File: config.mk
export PLATFORM = sky130hd
export DESIGN_NAME = mc_controller
export DESIGN_NICKNAME = d
export VERILOG_FILES = /design/src/rtl/mc_controller_pkg.sv /design/src/rtl/mc_aludec.sv /design/src/rtl/mc_controller.sv
export SDC_FILE = /design/constraint.sdc
export NUM_CORES = 1
export LEC_CHECK = 0
export CORE_MARGIN = 2
export CORE_UTILIZATION = 35
export CTS_CLUSTER_SIZE = 25
export DETAILED_ROUTE_END_ITERATION = 10
export PLACE_DENSITY = 0.6
export REMOVE_ABC_BUFFERS = 1
export SYNTH_ARGS = -nofsm -noshare
export SYNTH_HDL_FRONTEND = slang
export SYNTH_HIERARCHICAL = 1
export SYNTH_SLANG_ARGS = --single-unit
File: constraint.sdc
create_clock -name clk -period 6.6 [get_ports clk]
set_clock_uncertainty 0.1 [all_clocks]
set_input_delay 1.32 -clock clk [delete_from_list [all_inputs] [get_ports clk]]
set_output_delay 1.32 -clock clk [all_outputs]
set_load 0.05 [all_outputs]
File: src/rtl/mc_controller_pkg.sv
// Shared encodings for the multicycle MIPS control unit: opcodes, funct
// codes, FSM states, ALU operation classes and ALU control codes.
package mc_controller_pkg;

  localparam logic [5:0] OP_RTYPE = 6'b000000;
  localparam logic [5:0] OP_LW    = 6'b100011;
  localparam logic [5:0] OP_SW    = 6'b101011;
  localparam logic [5:0] OP_BEQ   = 6'b000100;
  localparam logic [5:0] OP_BNE   = 6'b000101;
  localparam logic [5:0] OP_ADDI  = 6'b001000;
  localparam logic [5:0] OP_J     = 6'b000010;

  localparam logic [5:0] FN_ADD = 6'b100000;
  localparam logic [5:0] FN_SUB = 6'b100010;
  localparam logic [5:0] FN_AND = 6'b100100;
  localparam logic [5:0] FN_OR  = 6'b100101;
  localparam logic [5:0] FN_SLT = 6'b101010;

  localparam logic [2:0] ALU_ADD = 3'b010;
  localparam logic [2:0] ALU_SUB = 3'b110;
  localparam logic [2:0] ALU_AND = 3'b000;
  localparam logic [2:0] ALU_OR  = 3'b001;
  localparam logic [2:0] ALU_SLT = 3'b111;

  typedef enum logic [1:0] {
    ALUOP_ADD   = 2'b00,
    ALUOP_SUB   = 2'b01,
    ALUOP_FUNCT = 2'b10
  } aluop_t;

  typedef enum logic [3:0] {
    S_FETCH   = 4'd0,
    S_DECODE  = 4'd1,
    S_MEMADR  = 4'd2,
    S_MEMRD   = 4'd3,
    S_MEMWB   = 4'd4,
    S_MEMWR   = 4'd5,
    S_EXECUTE = 4'd6,
    S_ALUWB   = 4'd7,
    S_BRANCH  = 4'd8,
    S_ADDIEX  = 4'd9,
    S_ADDIWB  = 4'd10,
    S_JUMP    = 4'd11,
    S_ILLEGAL = 4'd12
  } state_t;

  // R-type funct codes the datapath ALU can execute.
  function automatic logic funct_supported(input logic [5:0] f);
    return (f == FN_ADD) || (f == FN_SUB) || (f == FN_AND) ||
           (f == FN_OR)  || (f == FN_SLT);
  endfunction

endpackage

File: src/rtl/mc_aludec.sv
// ALU decoder: maps the FSM's aluop class and the funct field to alucontrol.
module mc_aludec
  import mc_controller_pkg::*;
(
  input  aluop_t      aluop,
  input  logic [5:0]  funct,
  output logic [2:0]  alucontrol
);

  // Fixed add/sub for address and branch math, funct lookup for R-type.
  always_comb begin
    alucontrol = ALU_ADD;
    case (aluop)
      ALUOP_ADD: alucontrol = ALU_ADD;
      ALUOP_SUB: alucontrol = ALU_SUB;
      ALUOP_FUNCT: begin
        case (funct)
          FN_ADD:  alucontrol = ALU_ADD;
          FN_SUB:  alucontrol = ALU_SUB;
          FN_AND:  alucontrol = ALU_AND;
          FN_OR:   alucontrol = ALU_OR;
          FN_SLT:  alucontrol = ALU_SLT;
          default: alucontrol = ALU_ADD;
        endcase
      end
      default: alucontrol = ALU_ADD;
    endcase
  end

endmodule

File: src/rtl/mc_controller.sv
// Multicycle MIPS control unit: main FSM with memory handshake, sticky
// illegal-instruction trap and retired-instruction counter.
// Handshake: mem_req is held high for the whole access; the access
// completes on the rising edge where mem_req and mem_ready are both 1.
module mc_controller
  import mc_controller_pkg::*;
#(
  parameter int CNT_W = 32
) (
  input  logic             clk,
  input  logic             reset,
  input  logic [5:0]       op,
  input  logic [5:0]       funct,
  input  logic             zero,
  input  logic             mem_ready,
  output logic             mem_req,
  output logic             memwrite,
  output logic             pcen,
  output logic             irwrite,
  output logic             regwrite,
  output logic             alusrca,
  output logic             iord,
  output logic             memtoreg,
  output logic             regdst,
  output logic [1:0]       alusrcb,
  output logic [1:0]       pcsrc,
  output logic [2:0]       alucontrol,
  output logic             illegal,
  output logic [3:0]       state_dbg,
  output logic [CNT_W-1:0] instret
);

  state_t           state_q, state_d;
  aluop_t           aluop;
  logic             pcwrite, branch, bne_br;
  logic             mem_req_raw, memwrite_raw, irwrite_raw, regwrite_raw;
  logic             illegal_q;
  logic [CNT_W-1:0] instret_q;

  // State, trap flag and fetch counter registers.
  always_ff @(posedge clk or negedge reset) begin
    if (!reset) begin
      state_q   <= S_FETCH;
      illegal_q <= 1'b0;
      instret_q <= '0;
    end else begin
      state_q <= state_d;
      if (state_d == S_ILLEGAL) illegal_q <= 1'b1;
      if (state_q == S_FETCH && mem_ready) instret_q <= instret_q + CNT_W'(1);
    end
  end

  // Next-state logic and Moore output decode (memory states gated by mem_ready).
  always_comb begin
    state_d      = state_q;
    mem_req_raw  = 1'b0;
    memwrite_raw = 1'b0;
    irwrite_raw  = 1'b0;
    regwrite_raw = 1'b0;
    pcwrite      = 1'b0;
    branch       = 1'b0;
    bne_br       = 1'b0;
    alusrca      = 1'b0;
    iord         = 1'b0;
    memtoreg     = 1'b0;
    regdst       = 1'b0;
    alusrcb      = 2'b00;
    pcsrc        = 2'b00;
    aluop        = ALUOP_ADD;
    case (state_q)
      S_FETCH: begin
        mem_req_raw = 1'b1;
        alusrcb     = 2'b01;
        irwrite_raw = mem_ready;
        pcwrite     = mem_ready;
        if (mem_ready) state_d = S_DECODE;
      end
      S_DECODE: begin
        alusrcb = 2'b11;
        case (op)
          OP_LW, OP_SW:    state_d = S_MEMADR;
          OP_RTYPE:        state_d = funct_supported(funct) ? S_EXECUTE : S_ILLEGAL;
          OP_BEQ, OP_BNE:  state_d = S_BRANCH;
          OP_ADDI:         state_d = S_ADDIEX;
          OP_J:            state_d = S_JUMP;
          default:         state_d = S_ILLEGAL;
        endcase
      end
      S_MEMADR: begin
        alusrca = 1'b1;
        alusrcb = 2'b10;
        state_d = (op == OP_LW) ? S_MEMRD : S_MEMWR;
      end
      S_MEMRD: begin
        mem_req_raw = 1'b1;
        iord        = 1'b1;
        if (mem_ready) state_d = S_MEMWB;
      end
      S_MEMWB: begin
        memtoreg     = 1'b1;
        regwrite_raw = 1'b1;
        state_d      = S_FETCH;
      end
      S_MEMWR: begin
        mem_req_raw  = 1'b1;
        iord         = 1'b1;
        memwrite_raw = 1'b1;
        if (mem_ready) state_d = S_FETCH;
      end
      S_EXECUTE: begin
        alusrca = 1'b1;
        aluop   = ALUOP_FUNCT;
        state_d = S_ALUWB;
      end
      S_ALUWB: begin
        regdst       = 1'b1;
        regwrite_raw = 1'b1;
        state_d      = S_FETCH;
      end
      S_BRANCH: begin
        alusrca = 1'b1;
        aluop   = ALUOP_SUB;
        pcsrc   = 2'b01;
        branch  = (op == OP_BEQ);
        bne_br  = (op == OP_BNE);
        state_d = S_FETCH;
      end
      S_ADDIEX: begin
        alusrca = 1'b1;
        alusrcb = 2'b10;
        state_d = S_ADDIWB;
      end
      S_ADDIWB: begin
        regwrite_raw = 1'b1;
        state_d      = S_FETCH;
      end
      S_JUMP: begin
        pcsrc   = 2'b10;
        pcwrite = 1'b1;
        state_d = S_FETCH;
      end
      S_ILLEGAL: state_d = S_ILLEGAL;
      default:   state_d = S_FETCH;
    endcase
  end

  mc_aludec u_aludec (
    .aluop      (aluop),
    .funct      (funct),
    .alucontrol (alucontrol)
  );

  // Side-effecting strobes are held off combinationally while reset is low.
  assign mem_req   = mem_req_raw  & reset;
  assign memwrite  = memwrite_raw & reset;
  assign irwrite   = irwrite_raw  & reset;
  assign regwrite  = regwrite_raw & reset;
  assign pcen      = (pcwrite | (branch & zero) | (bne_br & ~zero)) & reset;
  assign illegal   = illegal_q;
  assign state_dbg = state_q;
  assign instret   = instret_q;

endmodule

Fig. 1: cells by drive strength
Scale bar: 20 um.
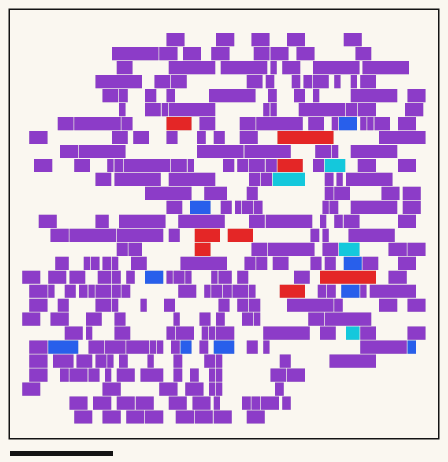
Blue is drive 2, cells 9, share 3.0%. Purple is drive 1 or less, cells 284, share 93%, most used clkdlybuf4s50_1. Cyan is drive 3 to 4, cells 4, share 1.3%. Red is drive 6 and up, cells 8, share 2.6%, most used clkbuf_8.

Fig. 2: zoomed window
Region (47, 6) to (77, 36) um. Cells in grey, sequential cells in the stronger grey; small squares are vias.
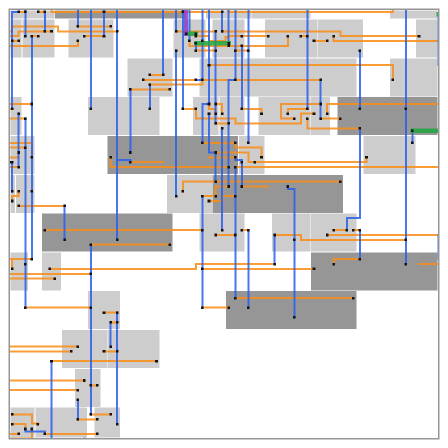
Blue is met2. Orange is met1. Green is met3. Purple is met4.
38 logic cells have their middle in the window. Most frequent: dfrtp_1 (6), xor2_1 (5), clkdlybuf4s50_1 (4). Sequential cells in the window: 6. Netlist names of flops here include `instret` (5), `state_dbg` (1).

Fig. 3: routed clock nets over the placement
Scale bar: 20 um.
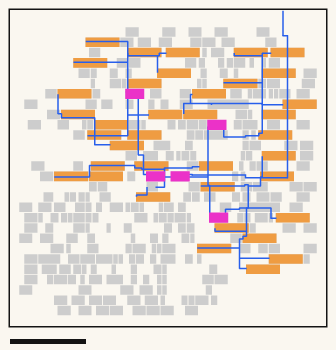
Magenta is cells driving clock nets, count 5. Orange is flip-flops, count 37. Blue is clock wires, length 498 um.
There are 6 routed clock nets.
Clk power: 236 uW
power share of the clock group: 23.2%
Late-Pin Clk Latency: 280 ps

Fig. 4: register map, names as in the netlist
Scale bar: 20 um. Other sequential cells in the stronger grey, the rest of the logic in the fainter grey.
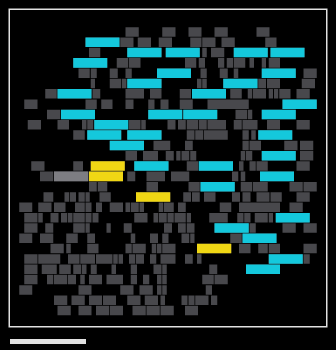
Cyan is `instret`, flops 32. Yellow is `state_dbg`, flops 4.

==> report_table.html <==
<h2>Synthesis and place &amp; route</h2>
<table>
<tr><th>Metric</th><th>Value</th></tr>
<tr><th colspan="2">Floorplan</th></tr>
<tr><td>Die area</td><td>0.00694 mm2</td></tr>
<tr><td>Row Count</td><td>28</td></tr>
<tr><td>Die extent in y</td><td>83.3 um</td></tr>
<tr><td>Floorplan die width</td><td>83.3 um</td></tr>
<tr><td>Pre-Place Util</td><td>36.7%</td></tr>
<tr><td>Number of well-tap cells placed</td><td>75</td></tr>
<tr><td>Std-Cell Core Area</td><td>0.00599 mm2</td></tr>
<tr><th colspan="2">Power and ir drop</th></tr>
<tr><td>Peak ir drop on the vdd network</td><td>0.000202 V</td></tr>
<tr><td>Power Dens Cells</td><td>330 mW/mm2</td></tr>
<tr><th colspan="2">GRT</th></tr>
<tr><td>Wire length of the first global-routing pass</td><td>8930 um</td></tr>
<tr><td>Gr usage total</td><td>15.3%</td></tr>
<tr><td>GRT met2 Usage</td><td>22.8%</td></tr>
<tr><td>Met3 track utilization from global routing</td><td>3.48%</td></tr>
<tr><td>Total gr overflow</td><td>0</td></tr>
<tr><td>GR peak layer</td><td>met2</td></tr>
<tr><td>Number of antenna violations at the first check in global routing</td><td>0</td></tr>
<tr><td>GRT met1 Usage</td><td>22.1%</td></tr>
<tr><td>Number of global-route vias before repair</td><td>1,873</td></tr>
<tr><td>Maximum number of pins on one net before global-route repair</td><td>28</td></tr>
<tr><th colspan="2">CTS</th></tr>
<tr><td>Post-CTS setup-driven buffer insertion count</td><td>0</td></tr>
<tr><td>Root buf cell</td><td>sky130_fd_sc_hd__clkbuf_8</td></tr>
<tr><td>CTS H-tree depth</td><td>2</td></tr>
<tr><td>Hold-fix buffer count after cts</td><td>0</td></tr>
<tr><td>Clk slew on worst S/H paths</td><td>70 ps</td></tr>
<tr><td>TritonCTS clock tree</td><td>built</td></tr>
<tr><td>Clk sink count</td><td>37</td></tr>
<tr><td>Post-cts repair resize count</td><td>0</td></tr>
<tr><td>Number of buffers inserted during clock tree synthesis</td><td>5</td></tr>
<tr><th colspan="2">STA</th></tr>
<tr><td>Final-report hold violation count</td><td>0</td></tr>
<tr><td>Maximum clock frequency</td><td>0.205 GHz</td></tr>
<tr><td>Final worst-path cycle share</td><td>74.0%</td></tr>
<tr><td>Fin. max-slew vios</td><td>0</td></tr>
<tr><td>Final setup violating endpoints</td><td>0</td></tr>
<tr><td>Minimum clock period</td><td>4890 ps</td></tr>
<tr><td>Setup slack after layout</td><td>1710 ps</td></tr>
<tr><td>Worst relative slew slack</td><td>60.2%</td></tr>
<tr><td>Setup Total Neg Slack</td><td>0 ps</td></tr>
<tr><td>Slew at the pin with the worst max-slew slack</td><td>597 ps</td></tr>
<tr><td>RSZ-0062 raised after global routing</td><td>false</td></tr>
<tr><td>Final worst hold slack</td><td>368 ps</td></tr>
<tr><th colspan="2">Final layout</th></tr>
<tr><td>Signal buffers</td><td>69</td></tr>
<tr><td>Commonest Layout Cell</td><td>sky130_fd_sc_hd__clkdlybuf4s50_1</td></tr>
<tr><td>Highest-count cells in the layout ignoring fill and taps</td><td>67 x sky130_fd_sc_hd__clkdlybuf4s50_1, 37 x sky130_fd_sc_hd__dfrtp_1, 22 x sky130_fd_sc_hd__nor2_1</td></tr>
<tr><td>Number of inverters outside the clock class in the layout</td><td>12</td></tr>
<tr><td>Count of antenna diodes in the layout</td><td>0</td></tr>
<tr><td>Non-clk buf share</td><td>22.2%</td></tr>
<tr><td>Post-route insts no fill</td><td>380</td></tr>
<tr><td>Clock buffer count</td><td>5</td></tr>
<tr><td>Flip-flop and latch share of the layout cell area</td><td>30.1%</td></tr>
<tr><td>Total non-filler cell area in the finished layout</td><td>0.00308 mm2</td></tr>
<tr><td>Number of flip-flops and latches</td><td>37</td></tr>
<tr><td>Fill count</td><td>576</td></tr>
<tr><td>Clock-cell share of area</td><td>4.47%</td></tr>
<tr><td>Cell class with the largest area share</td><td>combinational gates</td></tr>
<tr><td>Synth-to-layout area growth</td><td>39.8%</td></tr>
<tr><td>Share of final-layout standard cells stronger than drive strength 1</td><td>6.89%</td></tr>
<tr><th colspan="2">Routing</th></tr>
<tr><td>DR vias/cell</td><td>5.03</td></tr>
<tr><td>Total DRC errors in the routed layout</td><td>0</td></tr>
<tr><td>Initial DRC Count</td><td>33</td></tr>
<tr><td>Antenna Violating Nets Remaining</td><td>0</td></tr>
<tr><td>Routed wirelength normalized by instance count</td><td>13.9 um</td></tr>
<tr><td>Total met3 wirelength after detailed routing</td><td>204 um</td></tr>
<tr><td>Total detailed-routing wirelength</td><td>5260 um</td></tr>
<tr><td>Detailed-route wire length on metal 1</td><td>2730 um</td></tr>
<tr><td>Vias post-DR</td><td>1,912</td></tr>
<tr><td>Number of iterations in the first detailed-routing pass</td><td>4</td></tr>
<tr><td>Metal2 WL</td><td>2290 um</td></tr>
<tr><td>Max layer used</td><td>met4</td></tr>
<tr><th colspan="2">Worst setup path</th></tr>
<tr><td>Largest incremental delay on the critical path</td><td>830 ps</td></tr>
<tr><td>Endpoint class of the critical path</td><td>output port</td></tr>
<tr><td>Most prevalent standard cell on the critical path</td><td>sky130_fd_sc_hd__clkdlybuf4s50_1</td></tr>
<tr><td>Worst path arrival time</td><td>3470 ps</td></tr>
<tr><td>Dominant delay contributor by cell family on the critical path</td><td>buffers and inverters</td></tr>
<tr><td>Critical Path Slowest Stage Cell</td><td>sky130_fd_sc_hd__clkdlybuf4s50_1</td></tr>
<tr><td>RR Startpoint</td><td>state_dbg[1]</td></tr>
<tr><td>Crit Path Max Fanout</td><td>5</td></tr>
<tr><td>Buf/Inv on CP</td><td>2</td></tr>
<tr><td>Required time worst endpoint</td><td>5180 ps</td></tr>
<tr><td>Setup Crit Path Kind</td><td>input pin to output port</td></tr>
<tr><td>Launching element of the worst setup path</td><td>op[3]</td></tr>
<tr><td>Startpoint types</td><td>input pin</td></tr>
<tr><th colspan="2">Job</th></tr>
<tr><td>Log Warnings</td><td>26</td></tr>
<tr><td>Max-cap violations</td><td>0</td></tr>
<tr><th colspan="2">Logic synthesis</th></tr>
<tr><td>Chip Area, Yosys</td><td>0.00220 mm2</td></tr>
<tr><td>Largest cells by area after synthesis</td><td>sky130_fd_sc_hd__dfrtp_1 42%, sky130_fd_sc_hd__xnor2_1 6.8%, sky130_fd_sc_hd__xor2_1 6.8%</td></tr>
<tr><td>Adder Area Share</td><td>1.71%</td></tr>
<tr><td>Post-Synth Simple-Gate Area</td><td>30.4%</td></tr>
<tr><td>Mean Syn Cell Area</td><td>9.29 um2</td></tr>
<tr><td>Share of synthesized cell area in and-or and or-and compound cells</td><td>6.54%</td></tr>
<tr><td>Synth async-reset ratio</td><td>100%</td></tr>
<tr><td>Most used DFF post-synth</td><td>sky130_fd_sc_hd__dfrtp_1</td></tr>
<tr><td>Number of enable-type register cells in the synthesized netlist</td><td>0</td></tr>
<tr><td>Synth Seq Share</td><td>42.1%</td></tr>
<tr><td>Post-synth cell types</td><td>43</td></tr>
<tr><td>Instance count of the mapped netlist</td><td>237</td></tr>
<tr><td># Cells Yosys</td><td>237</td></tr>
<tr><td>Post-synth regs</td><td>37</td></tr>
<tr><td>Post-synthesis xor/xnor area fraction</td><td>13.5%</td></tr>
<tr><td>Synth mux share</td><td>1.93%</td></tr>
<tr><td>Cell taking the most area after synthesis</td><td>sky130_fd_sc_hd__dfrtp_1</td></tr>
<tr><td>Top area contributor share</td><td>42.1%</td></tr>
<tr><td>Cell area after synthesis</td><td>0.00220 mm2</td></tr>
<tr><td>Combinational family with the most area after synthesis</td><td>simple AND/OR/NAND/NOR gates</td></tr>
<tr><td>Number of synthesis warnings</td><td>6</td></tr>
<tr><th colspan="2">Outcome</th></tr>
<tr><td>Status</td><td>finished clean</td></tr>
<tr><th colspan="2">Placement</th></tr>
<tr><td>Dpl hpwl</td><td>3910 um</td></tr>
<tr><td>Quantity of I/O buffers inserted on ports</td><td>68</td></tr>
<tr><td>Placed Cells incl. Taps</td><td>372</td></tr>
<tr><td>Post-Place Setup Slack</td><td>1710 ps</td></tr>
<tr><td>RD Place Congestion</td><td>0.755</td></tr>
<tr><th colspan="2">Min path</th></tr>
<tr><td>Path class of the lowest-slack min-delay path</td><td>register to register</td></tr>
</table>
==> state kept, by name (all words and copies together), names as in the netlist <==
| register | count |
|---|---|
| illegal | 1 |
| instret | 32 |
| state_dbg | 4 |
==> final timing paths <==
| check | to | slack [ps] | cells past startpoint |
|---|---|---|---|
| max in group asynchronous | instret[1] | 4970 | 2 |
| max | pcen | 1710 | 5 |
| max reg2reg | instret[23] | 4360 | 5 |
| min in group asynchronous | instret[31] | 810 | 1 |
| min | illegal | 370 | 1 |
| min reg2reg | illegal | 370 | 1 |
==> cells in the mapped netlist, types with 5 or more instances <==
library cell / number
sky130_fd_sc_hd__a21oi_1: 6
sky130_fd_sc_hd__dfrtp_1: 37
sky130_fd_sc_hd__o21ai_0: 5
sky130_fd_sc_hd__xor2_1: 17
sky130_fd_sc_hd__inv_1: 12
sky130_fd_sc_hd__xnor2_1: 17
sky130_fd_sc_hd__nor3_1: 15
sky130_fd_sc_hd__nor2_1: 22
sky130_fd_sc_hd__nand3_1: 12
sky130_fd_sc_hd__nand2b_1: 5
sky130_fd_sc_hd__nand2_1: 14
sky130_fd_sc_hd__and2_1: 7
sky130_fd_sc_hd__nand4_1: 9
sky130_fd_sc_hd__clkbuf_1: 6
==> power breakdown <==
part / switching, mW / internal [mW]
registers: 0.0636 / 0.253
clock network: 0.0834 / 0.152
logic: 0.299 / 0.164
total: 0.446 / 0.568
==> per-stage QoR <==
step / utilization, % / power [mW]
2_1_floorplan: - / 0.620
3_3_place_gp: 49.1 / 0.784
3_5_place_dp: 49.1 / 0.785
4_1_cts: 51.4 / 1.02
5_1_grt: 51.4 / 1.07
6_report: 51.4 / 1.01
No activity file was given, so power comes from the tool's default toggle rates.
